==> config.mk <==
export PLATFORM = sky130hd
export DESIGN_NAME = uart_tx_serializer
export DESIGN_NICKNAME = d
export VERILOG_FILES = /design/src/rtl/uart_tx_serializer.sv
export SDC_FILE = /design/constraint.sdc
export NUM_CORES = 1
export LEC_CHECK = 0
export CORE_MARGIN = 2
export CORE_UTILIZATION = 39
export CTS_BUF_LIST = sky130_fd_sc_hd__clkbuf_8
export DETAILED_ROUTE_END_ITERATION = 8
export HOLD_SLACK_MARGIN = 0.06
export PLACE_DENSITY = 0.66
export SLEW_MARGIN = 5
export SYNTH_ARGS = -nofsm -noshare
export SYNTH_HDL_FRONTEND = slang
export SYNTH_SLANG_ARGS = --single-unit
==> constraint.sdc <==
create_clock -name clk -period 5.6 [get_ports clk]
set_input_delay 1.12 -clock clk [delete_from_list [all_inputs] [get_ports clk]]
set_output_delay 1.12 -clock clk [all_outputs]
set_load 0.1 [all_outputs]
==> src/rtl/uart_tx_serializer.sv <==
// uart_tx_serializer: pops bytes from the TX FIFO and drives the UART line.
// Frame = start, 5..8 data bits LSB first, optional parity, 1 or 2 stops.
//
// Ports:
//   clk, rst_n        core clock, async active-low reset
//   cfg_i[7:0]        {baud[7:5], stop[4], parity[3:2], width[1:0]}
//   tx_data_i[7:0]    byte to send, taken on valid & ready
//   tx_data_valid_i   FIFO not empty
//   tx_data_ready_o   high while idle (and out of reset)
//   TX                serial line, idle high
//   busy_o            frame (or break) in progress
//   frame_done_o      one-cycle pulse on return to idle after a frame
//   tx_break_i        only with UART_TX_BREAK_EN: hold line low
//
// Optional feature macro: UART_TX_BREAK_EN (line break generation).

module uart_tx_serializer #(
  parameter int INTERNAL_CLOCK = 1_000_000,
  parameter int BAUD_CNT_W     = 16
) (
  input  logic       clk,
  input  logic       rst_n,
  input  logic [7:0] cfg_i,
  input  logic [7:0] tx_data_i,
  input  logic       tx_data_valid_i,
`ifdef UART_TX_BREAK_EN
  input  logic       tx_break_i,
`endif
  output logic       tx_data_ready_o,
  output logic       TX,
  output logic       busy_o,
  output logic       frame_done_o
);

  function automatic int f_div(input int baud);
    int d;
    d = INTERNAL_CLOCK / baud;
    if (d < 1) d = 1;
    return d;
  endfunction

  localparam int DIV0 = f_div(4800);
  localparam int DIV1 = f_div(9600);
  localparam int DIV2 = f_div(19200);
  localparam int DIV3 = f_div(38400);
  localparam int DIV4 = f_div(57600);
  localparam int DIV5 = f_div(115200);
  localparam int DIV6 = f_div(230400);
  localparam int DIV7 = f_div(460800);

  typedef enum logic [2:0] {
    S_IDLE,
    S_START,
    S_DATA,
    S_PARITY,
    S_STOP
`ifdef UART_TX_BREAK_EN
    ,
    S_BREAK,
    S_BRK_END
`endif
  } state_t;

  state_t                r_state;
  logic [BAUD_CNT_W-1:0] r_cnt;
  logic [2:0]            r_baud;
  logic [1:0]            r_width;
  logic                  r_par_en;
  logic                  r_par_bit;
  logic                  r_stop;
  logic                  r_stop_idx;
  logic [2:0]            r_bit_idx;
  logic [7:0]            r_shift;
  logic                  r_tx;
  logic                  r_busy;
  logic                  r_done;

  logic [BAUD_CNT_W-1:0] w_div;
  logic                  w_last;
  logic                  w_last_bit;
  logic [7:0]            w_mask;
  logic                  w_par_even;
  logic                  w_par_en;

  always_comb begin
    w_div = BAUD_CNT_W'(DIV0);
    unique case (r_baud)
      3'd0: w_div = BAUD_CNT_W'(DIV0);
      3'd1: w_div = BAUD_CNT_W'(DIV1);
      3'd2: w_div = BAUD_CNT_W'(DIV2);
      3'd3: w_div = BAUD_CNT_W'(DIV3);
      3'd4: w_div = BAUD_CNT_W'(DIV4);
      3'd5: w_div = BAUD_CNT_W'(DIV5);
      3'd6: w_div = BAUD_CNT_W'(DIV6);
      3'd7: w_div = BAUD_CNT_W'(DIV7);
      default: w_div = BAUD_CNT_W'(DIV0);
    endcase
  end

  always_comb begin
    w_mask = 8'hFF;
    unique case (cfg_i[1:0])
      2'd0: w_mask = 8'h1F;
      2'd1: w_mask = 8'h3F;
      2'd2: w_mask = 8'h7F;
      2'd3: w_mask = 8'hFF;
      default: w_mask = 8'hFF;
    endcase
  end

  assign w_last     = (r_cnt == w_div - BAUD_CNT_W'(1));
  // last data bit index is N-1 = 4 + width
  assign w_last_bit = (r_bit_idx == {1'b1, r_width});
  assign w_par_even = ^(tx_data_i & w_mask);
  // codes 1 (odd) and 2 (even) enable parity; 0 and 3 do not
  assign w_par_en   = cfg_i[3] ^ cfg_i[2];

  always_ff @(posedge clk or negedge rst_n) begin
    if (!rst_n) begin
      r_state    <= S_IDLE;
      r_cnt      <= '0;
      r_baud     <= 3'd0;
      r_width    <= 2'd0;
      r_par_en   <= 1'b0;
      r_par_bit  <= 1'b0;
      r_stop     <= 1'b0;
      r_stop_idx <= 1'b0;
      r_bit_idx  <= 3'd0;
      r_shift    <= 8'h00;
      r_tx       <= 1'b1;
      r_busy     <= 1'b0;
      r_done     <= 1'b0;
    end else begin
      r_done <= 1'b0;
      unique case (r_state)
        S_IDLE: begin
          r_cnt <= '0;
`ifdef UART_TX_BREAK_EN
          if (tx_break_i) begin
            r_state <= S_BREAK;
            r_tx    <= 1'b0;
            r_busy  <= 1'b1;
          end else
`endif
          if (tx_data_valid_i) begin
            r_state   <= S_START;
            r_tx      <= 1'b0;
            r_busy    <= 1'b1;
            r_shift   <= tx_data_i;
            r_baud    <= cfg_i[7:5];
            r_stop    <= cfg_i[4];
            r_width   <= cfg_i[1:0];
            r_par_en  <= w_par_en;
            // code 1 is odd parity: invert the even result
            r_par_bit <= cfg_i[2] ? ~w_par_even : w_par_even;
          end
        end

        S_START: begin
          if (w_last) begin
            r_cnt     <= '0;
            r_state   <= S_DATA;
            r_tx      <= r_shift[0];
            r_bit_idx <= 3'd0;
          end else begin
            r_cnt <= r_cnt + BAUD_CNT_W'(1);
          end
        end

        S_DATA: begin
          if (w_last) begin
            r_cnt <= '0;
            if (w_last_bit) begin
              if (r_par_en) begin
                r_state <= S_PARITY;
                r_tx    <= r_par_bit;
              end else begin
                r_state    <= S_STOP;
                r_tx       <= 1'b1;
                r_stop_idx <= 1'b0;
              end
            end else begin
              r_bit_idx <= r_bit_idx + 3'd1;
              r_shift   <= {1'b0, r_shift[7:1]};
              r_tx      <= r_shift[1];
            end
          end else begin
            r_cnt <= r_cnt + BAUD_CNT_W'(1);
          end
        end

        S_PARITY: begin
          if (w_last) begin
            r_cnt      <= '0;
            r_state    <= S_STOP;
            r_tx       <= 1'b1;
            r_stop_idx <= 1'b0;
          end else begin
            r_cnt <= r_cnt + BAUD_CNT_W'(1);
          end
        end

        S_STOP: begin
          if (w_last) begin
            r_cnt <= '0;
            if (r_stop_idx == r_stop) begin
              r_state <= S_IDLE;
              r_tx    <= 1'b1;
              r_busy  <= 1'b0;
              r_done  <= 1'b1;
            end else begin
              r_stop_idx <= 1'b1;
            end
          end else begin
            r_cnt <= r_cnt + BAUD_CNT_W'(1);
          end
        end

`ifdef UART_TX_BREAK_EN
        S_BREAK: begin
          r_cnt <= '0;
          if (!tx_break_i) begin
            // recovery mark uses the baud selected at release time
            r_state <= S_BRK_END;
            r_tx    <= 1'b1;
            r_baud  <= cfg_i[7:5];
          end
        end

        S_BRK_END: begin
          if (w_last) begin
            r_cnt   <= '0;
            r_state <= S_IDLE;
            r_busy  <= 1'b0;
          end else begin
            r_cnt <= r_cnt + BAUD_CNT_W'(1);
          end
        end
`endif

        default: begin
          r_state <= S_IDLE;
          r_tx    <= 1'b1;
          r_busy  <= 1'b0;
          r_cnt   <= '0;
        end
      endcase
    end
  end

  assign tx_data_ready_o = rst_n & (r_state == S_IDLE);
  assign TX              = r_tx;
  assign busy_o          = r_busy;
  assign frame_done_o    = r_done;

endmodule

Fig. 1: cells by drive strength
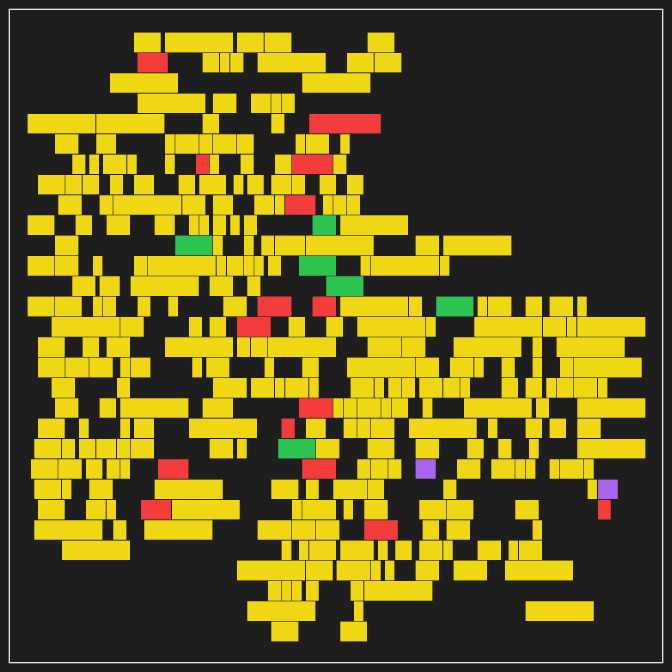
color	size	cells	share
green	_6 and larger	6	1.9%
red	_2 cells	15	4.7%
purple	_3 and _4 cells	2	0.63%
yellow	_0 and _1 cells	293	93%
non-clock buffer instance count of the final layout: 24
post-route setup slack: 1.979 ns
area added between synthesis and finish: 12.71%

Fig. 2: placed standard cells
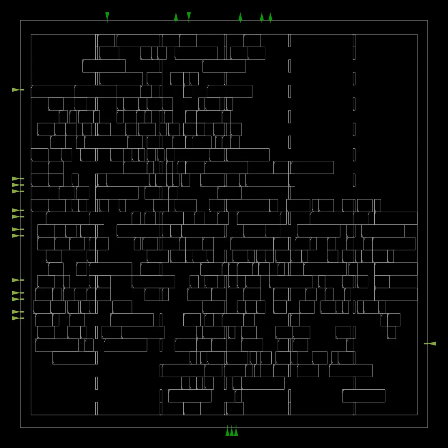
number of flip-flops and latches: 42
standard-cell row count: 30
number of tap instances: 80
filler-free cell count of the finished design: 396

==> design notes <==
Per the final timing report, the hold violations number 0. The worst path arrival time is 2.50 ns, and the number of synthesized flops with an enable pin is 0. On the reported timing paths, the clock transition at the registers reads 0.09 ns. Setup repair after global routing left no endpoint under its margin.

The finished layout reports a core utilization of 45.15%. Across all layers, the routed design uses 2225 vias. The die width is 87.30 um. The tools report the number of placed I/O pins as 23. The tightest min-delay check is of the register to register type. The pre-antenna-repair detailed-routing pass consisted of 5 iterations.

In this run the number of H-tree levels came out at 2. The via count of the first global-routing pass is 2171. Looking at the reg2reg group, the worst path starts from r_baud[1].

The post-synth register bit count is 42. The tools report the number of cells upsized or downsized after cts as 0. The classification of the worst setup path was input port to output port. The overall die size recorded for this design is 7621 um2.

The global-route total usage across every layer is 16.49%. The count of distinct cell types in the synthesized netlist is 54, and the number of antenna repair diodes is 0. The hold path endpoint is r_shift[2]. With the number of routed nets with antenna violations at 0, the layout cell share with drive strength beyond 1 is 7.278%. The share of flip-flops with an asynchronous set or reset was 100.0%. STA classifies the critical path endpoint as an output port. Yosys attributes the largest share of cell area to sky130_fd_sc_hd__dfrtp_1 (38%), sky130_fd_sc_hd__xnor2_1 (6.8%), sky130_fd_sc_hd__nor2_1 (4.6%).

The run finished with clean final reports. For this configuration, the core starts out at a cell density of 40.06%. The leakage power in the latest report is 1.253 nW.

The total detailed-routing wirelength was 5777 um. For the clock tree buffer depth, the log shows 2. The largest total area in the synthesized netlist belongs to sky130_fd_sc_hd__dfrtp_1.

The capture point of the worst register-to-register path is recorded as r_shift[3]. Global routing finished with a remaining overflow of 0. The achievable clock frequency came out at 276.2 MHz. The routability-driven placement congestion ratio is 0.8189. The run gives 0.01916 ns for the post-route clock skew. The tools report the number of violations reported at the end of detailed-routing iteration 0 as 125. The number of cells traversed by the worst register-to-register path works out to 11. The worst path uses 64.65% of the clock period. The number of input and output port buffers inserted was 22. The floorplan step set the die height to 87.30 um. Per the timing report, the biggest fanout along the worst path comes to 2.

The tools report the post-route DRC violation count as 0. For this run, the final setup violation count is recorded as 0.
metal layers:
metal	track usage (%)	vias up	part of all wire [%]
met3	3.223	6	3.1
met2	26.93	40	49
met4	4.196	0	0.87
met1	22.39	1082	47
li1	-	1097	-
met5	0	-	0
cell usage in the layout, fill, tap and decap left out, types with 8 or more instances in the layout:
cell type / n
sky130_fd_sc_hd__inv_1: 10
sky130_fd_sc_hd__ha_1: 8
sky130_fd_sc_hd__nand3_1: 9
sky130_fd_sc_hd__a21oi_1: 14
sky130_fd_sc_hd__nor2_1: 33
sky130_fd_sc_hd__nor3_1: 11
sky130_fd_sc_hd__and3_1: 11
sky130_fd_sc_hd__xnor2_1: 21
sky130_fd_sc_hd__xor2_1: 14
sky130_fd_sc_hd__o21ai_0: 9
sky130_fd_sc_hd__dfrtp_1: 41
sky130_fd_sc_hd__nand2_1: 27
sky130_fd_sc_hd__clkdlybuf4s50_1: 21
worst max-delay path, cell delays in order:
cell and delay, ns:
sky130_fd_sc_hd__buf_2 0.12, sky130_fd_sc_hd__and2_1 0.13, sky130_fd_sc_hd__clkdlybuf4s50_1 1.13
worst max path at each step:
stage	end	slack, ns	startpoint
after CTS	tx_data_ready_o	1.95	rst_n
after floorplan	tx_data_ready_o	2.63	rst_n
after detailed placement	tx_data_ready_o	1.96	rst_n
after global placement	tx_data_ready_o	1.95	rst_n
after global routing	r_shift[2]	1.78	r_baud[1]
final	tx_data_ready_o	1.98	rst_n
area by class of cell:
| type | instances | area (um2) | area share (%) |
|---|---|---|---|
| Tap cell | 80 | 100.1 | 3.281 |
| Multi-Input combinational cell | 232 | 1543 | 50.57 |
| Clock buffer | 5 | 68.82 | 2.256 |
| Clock inverter | 3 | 18.77 | 0.6153 |
| Sequential cell | 42 | 1052 | 34.50 |
| Inverter | 10 | 37.54 | 1.231 |
| Timing Repair Buffer | 24 | 230.2 | 7.547 |
cell families (layout without fill, tap and decap cells):
family | after synthesis | count (layout) | share of synthesized area, %
muxes | 7 | 7 | 2.774
xor gates and xnor gates | 35 | 35 | 11.33
DFF | 42 | 42 | 38.88
and+or+nand+nor | 117 | 117 | 21.18
buffers and inverters | 24 | 42 | 4.115
adders and majority gates | 8 | 8 | 3.699
AOI/OAI and AO/OA | 65 | 65 | 18.03
sequential cells by signal, indices dropped and copies added (netlist names):
register / cells
r_stop: 1
r_width: 2
frame_done_o: 1
r_baud: 3
r_cnt: 16
r_shift: 8
r_stop_idx: 1
TX: 1
r_par_en: 1
busy_o: 1
r_par_bit: 1
r_bit_idx: 3
r_state: 3
stage by stage:
stage / hold WS, ns / power [W] / cells / area (um2)
floorplan: 0.4727 / 0.001192 / 298 / 2706
global placement: 0.4929 / 0.001333 / 388 / 2963
detailed placement: 0.5012 / 0.001354 / 388 / 2963
CTS: 0.5245 / 0.001556 / 396 / 3050
global route: 0.5597 / 0.001689 / 396 / 3050
finish: 0.5179 / 0.001550 / 396 / 3050
where the power goes:
part | internal (W) | switching, W | leakage [nW]
combinational | 0.000329 | 0.000494 | 0.677
sequential | 0.000406 | 0.000118 | 0.528
clock | 0.0000880 | 0.000114 | 0.0483
total | 0.000824 | 0.000726 | 1.25
No activity file was given, so power comes from the tool's default toggle rates.
